--- config.mk ---
export PLATFORM = sky130hd
export DESIGN_NAME = downsample_scheduler
export DESIGN_NICKNAME = d
export VERILOG_FILES = /design/src/rtl/downsample_pkg.sv /design/src/rtl/stride_walker.sv /design/src/rtl/downsample_scheduler.sv
export SDC_FILE = /design/constraint.sdc
export NUM_CORES = 1
export LEC_CHECK = 0
export ABC_AREA = 1
export CAP_MARGIN = 5
export CORE_ASPECT_RATIO = 1.25
export CORE_UTILIZATION = 34
export DETAILED_ROUTE_END_ITERATION = 7
export SLEW_MARGIN = 20
export SYNTH_ARGS = -nofsm -noshare
export SYNTH_HDL_FRONTEND = slang
export SYNTH_SLANG_ARGS = --single-unit
--- constraint.sdc ---
create_clock -name clk -period 7.4 [get_ports clk]
set_clock_uncertainty 0.15 [all_clocks]
set_input_delay 0.74 -clock clk [delete_from_list [all_inputs] [get_ports clk]]
set_output_delay 0.74 -clock clk [all_outputs]
set_load 0.05 [all_outputs]
--- src/rtl/downsample_pkg.sv ---
// downsample_pkg: shared constants, FSM states and pixel descriptor type for the downsample scheduler
package downsample_pkg;
  localparam int MAX_DIM = 64;
  localparam int IDX_W = $clog2(MAX_DIM) + 1;
  localparam int STRIDE_W = 16;
  localparam int ACC_W = IDX_W + 8;
  typedef enum logic [1:0] {IDLE, RUN, DONE} ds_state_e;
  typedef struct packed {
    logic [IDX_W-1:0] floor_h;
    logic [IDX_W-1:0] ceil_h;
    logic [IDX_W-1:0] floor_w;
    logic [IDX_W-1:0] ceil_w;
    logic [7:0] frac_y;
    logic [7:0] frac_x;
    logic [IDX_W-1:0] oi;
    logic [IDX_W-1:0] oj;
    logic last;
  } pix_desc_t;
endpackage

--- src/rtl/stride_walker.sv ---
// stride_walker: one-axis Q8.8 stride accumulator producing next floor, clamped ceil and fraction
module stride_walker
  import downsample_pkg::*;
(
  input  logic                clk,
  input  logic                rst,
  input  logic                clr,
  input  logic                inc,
  input  logic [STRIDE_W-1:0] stride,
  input  logic [IDX_W-1:0]    hin,
  output logic [IDX_W-1:0]    floor_d,
  output logic [IDX_W-1:0]    ceil_d,
  output logic [7:0]          frac_d
);
  logic [ACC_W-1:0] acc_q, acc_d;
  logic [IDX_W-1:0] hmax;
  always_comb begin
    acc_d = clr ? '0 : inc ? ACC_W'(acc_q + stride) : acc_q;
    hmax = hin - IDX_W'(1);
    floor_d = acc_d[ACC_W-1:8];
    ceil_d = floor_d >= hmax ? hmax : floor_d + IDX_W'(1);
    frac_d = acc_d[7:0];
  end
  always_ff @(posedge clk) acc_q <= rst ? '0 : acc_d;
endmodule

--- src/rtl/downsample_scheduler.sv ---
// downsample_scheduler: raster-walks output pixels of one downsampling pass, emitting neighbour indices and fractions on a valid/ready stream
module downsample_scheduler
  import downsample_pkg::*;
(
  input  logic                clk,
  input  logic                rst,
  input  logic                start,
  input  logic [STRIDE_W-1:0] cfg_stride_q8_8,
  input  logic [IDX_W-1:0]    cfg_hin,
  input  logic [IDX_W-1:0]    cfg_hout,
  output logic                busy,
  output logic                done,
  output logic                pix_valid,
  input  logic                pix_ready,
  output logic [IDX_W-1:0]    pix_floor_h,
  output logic [IDX_W-1:0]    pix_ceil_h,
  output logic [IDX_W-1:0]    pix_floor_w,
  output logic [IDX_W-1:0]    pix_ceil_w,
  output logic [7:0]          pix_frac_y,
  output logic [7:0]          pix_frac_x,
  output logic [IDX_W-1:0]    pix_oi,
  output logic [IDX_W-1:0]    pix_oj,
  output logic                pix_last
);
  ds_state_e state_q, state_d;
  pix_desc_t desc_q, desc_d;
  logic valid_q, valid_d;
  logic [STRIDE_W-1:0] stride_q, stride_d;
  logic [IDX_W-1:0] hin_q, hin_d, hout_q, hout_d, hmax, oi_n, oj_n;
  logic accept, load, hs, adv, wrap, row_inc, col_inc, col_clr;
  logic [IDX_W-1:0] fh, ch, fw, cw;
  logic [7:0] fy, fx;
  stride_walker u_row (.clk, .rst, .clr(load), .inc(row_inc), .stride(stride_d), .hin(hin_d),
                       .floor_d(fh), .ceil_d(ch), .frac_d(fy));
  stride_walker u_col (.clk, .rst, .clr(col_clr), .inc(col_inc), .stride(stride_d), .hin(hin_d),
                       .floor_d(fw), .ceil_d(cw), .frac_d(fx));
  always_comb begin
    accept = state_q == IDLE && start;
    load = accept && cfg_hout != '0;
    hs = valid_q && pix_ready;
    adv = hs && !desc_q.last;
    hmax = hout_q - IDX_W'(1);
    wrap = desc_q.oj == hmax;
    row_inc = adv && wrap;
    col_inc = adv && !wrap;
    col_clr = load || row_inc;
    stride_d = accept ? cfg_stride_q8_8 : stride_q;
    hin_d = accept ? cfg_hin : hin_q;
    hout_d = accept ? cfg_hout : hout_q;
    oi_n = load ? '0 : row_inc ? desc_q.oi + IDX_W'(1) : desc_q.oi;
    oj_n = col_clr ? '0 : desc_q.oj + IDX_W'(1);
    desc_d = desc_q;
    if (load || adv)
      desc_d = '{floor_h: fh, ceil_h: ch, floor_w: fw, ceil_w: cw, frac_y: fy, frac_x: fx,
                 oi: oi_n, oj: oj_n,
                 last: oi_n == hout_d - IDX_W'(1) && oj_n == hout_d - IDX_W'(1)};
    state_d = state_q;
    valid_d = valid_q;
    case (state_q)
      IDLE: begin
        state_d = accept ? (load ? RUN : DONE) : IDLE;
        valid_d = load;
      end
      RUN: begin
        state_d = hs && desc_q.last ? DONE : RUN;
        valid_d = !(hs && desc_q.last);
      end
      DONE: state_d = IDLE;
      default: state_d = IDLE;
    endcase
  end
  always_ff @(posedge clk)
    if (rst) begin
      state_q <= IDLE;
      valid_q <= 1'b0;
      desc_q <= '0;
      stride_q <= '0;
      hin_q <= '0;
      hout_q <= '0;
    end else begin
      state_q <= state_d;
      valid_q <= valid_d;
      desc_q <= desc_d;
      stride_q <= stride_d;
      hin_q <= hin_d;
      hout_q <= hout_d;
    end
  assign busy = state_q != IDLE;
  assign done = state_q == DONE;
  assign pix_valid = valid_q;
  assign pix_floor_h = desc_q.floor_h;
  assign pix_ceil_h = desc_q.ceil_h;
  assign pix_floor_w = desc_q.floor_w;
  assign pix_ceil_w = desc_q.ceil_w;
  assign pix_frac_y = desc_q.frac_y;
  assign pix_frac_x = desc_q.frac_x;
  assign pix_oi = desc_q.oi;
  assign pix_oj = desc_q.oj;
  assign pix_last = desc_q.last;
endmodule

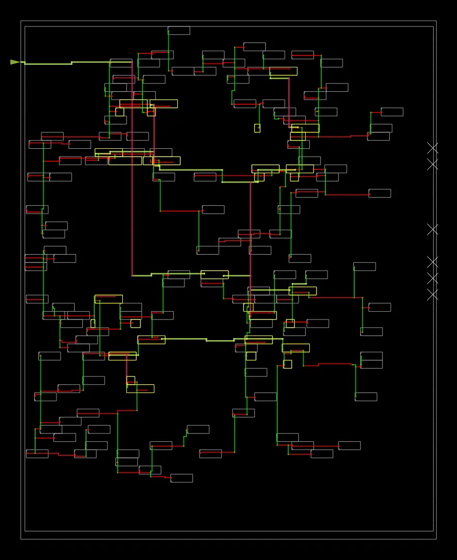
Figure 1: clock nets.
CTS Buf Count: 17
seq_cells: 121
P_clk: 800 uW
Insertion Delay late pin: 0.42 ns
CTS sink count: 121

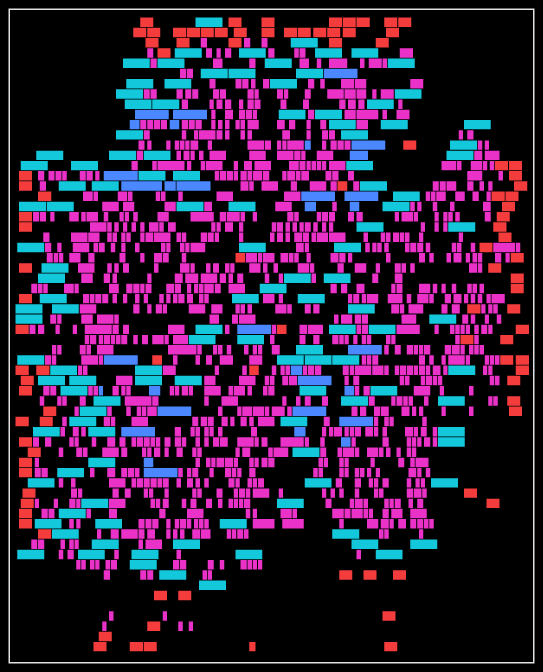
Figure 2: placed cells, one colour a class.
- remaining buffers and delay cells: red (cells 99; share of their area 10%)
- combinational and other logic: magenta (cells 1,020; share of their area 57%)
- clock drivers and dummy loads: blue (cells 32; share of their area 6.1%)
- sequential cells: cyan (cells 121; share of their area 26%)

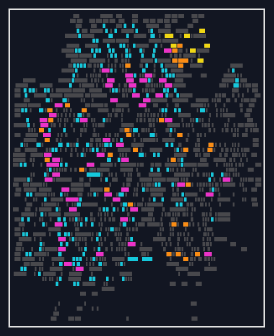
Figure 3: logic cells by family.
- xor and xnor cells: orange (cells 33; most used xor2_1)
- mux cells: yellow (cells 7; most used mux2i_1; where upper right)
- fa/ha/maj cells: magenta (cells 52; most used ha_1)
- aoi and oai cells: cyan (cells 216; most used o21ai_0)

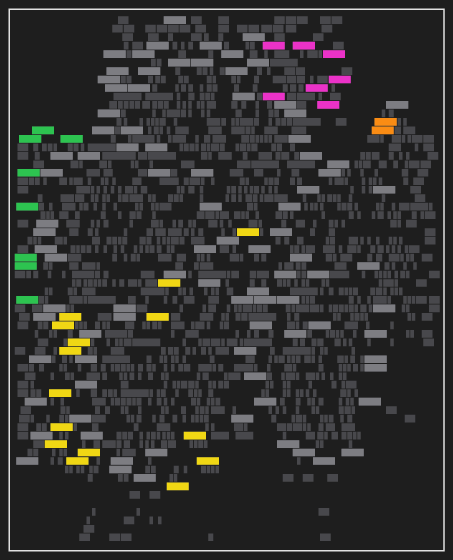
Figure 4: sequential cells coloured by netlist name.
- pix_frac_x: green (placed flops 8)
- hin_q: magenta (placed flops 7)
- state_q: orange (placed flops 2)
- stride_q: yellow (placed flops 15)
- not coloured: 89

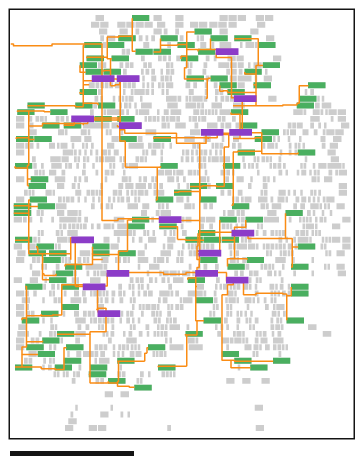
Figure 5: clock network drawn from the DEF.
Bar = 50 um.
- flip-flops: green (count 121)
- clock drivers: purple (count 17)
- clock wires: orange (length 1,870 um)
- flops lie: widely spread
- routed clock nets: 18

==> results.ini <==
[run_status]
status=finished with violations
violations=DRC

[final_timing]
setup_ws_ns=1.77
maxSlewViolCount=0
finalHoldViolCount=0
fin_crit_sh=0.761
rsz0062_at_grt=no
fin_hold_ws_ns=0.353
fmaxAchievable_mhz=178
fin_setup_tns_ns=0
max_slew.worst_pin.slew_ns=0.889
slew-limit-headroom=0.405

[routing]
vias=7713
wl_mm=22.9
viasPerCell=4.94
drcViolationCount=6
wl_met3_um=737
wl_met2_mm=11.3

[layout]
nonClkBufAreaFrac=0.101
area_growth_pct=21.3
dominant_cells=combinational gates
combGateArea_um2=4750
signal_buffers=99
sh_comb_area=0.491
design_area_um2=9680
fin_cells=1560
nClkBuffers=19
comb_cells=862
seqCellArea_um2=2420
mostFrequentLayoutCells=243 x nand2_1, 145 x nor2_1, 138 x inv_1, 121 x dfxtp_1, 93 x clkdlybuf4s50_1
top_regs=stride_q (15), u_col.acc_q (15), u_row.acc_q (15)
nets=1345

[setup_path]
slowest_delay_ns=0.70
worst-r2r-setup-slack_ns=2.21
endpoint=pix_ceil_h[4]
crit_top_cell=nand2_1
cp_top_family=simple AND/OR/NAND/NOR gates
critPathBufInv=4
slowest_stage=clkdlybuf4s50_1
critPathKind=input port to flip-flop
path_depth=25
startpoint_type=input port
cp-end-kind=flip-flop
regToRegEndpoint=pix_ceil_h[4]

[global_routing]
grt_util_all_layers=0.198
grt_start_max_net_pins=73
gr-usage-met1=0.237
overflow=0
use_met2=0.351
met3_usage=0.0320
grt_pass1_wl_mm=37.6
first_global_vias=7380

[logic_synthesis]
mux_share=0.00925
syn_inst=1183
ys_cells=1183
ys.flop_type=dfxtp_1
netlist.area_leader.share=0.304
synth_dominant_cell_count=nand2_1
syn_area_per_cell_um2=6.74
yosys_area_um2=7980
synth_seq_share=0.304
xor_area_frac=0.0372

[floorplan]
core_util_floorplan=0.346
nWellTaps=288
die_area_um2=24100
row_count=62
core_area_um2=23000

[placement]
gp_congestion=0.938
dp_cells=1528
dp_hpwl_mm=17.1
placed_area_um2=9110

[power]
power_frac_comb=0.256
pg_comb_uw=521
seq-power_uw=717
sw_frac_of_total=0.346
seqPwrFrac=0.352
power.share.clock=0.393
top_power_group=the clock network
power_density_nw_per_um2=211

[cts]
cts-root-buf=clkbuf_16
path_clk_slew_ns=0.06
htree_levels=4
cts.path.max_buffers=2
post_cts_buffers=0

[min_path]
min-delay-start=pix_valid
min_path_cells=2

Power and IR drop assume default switching activity.
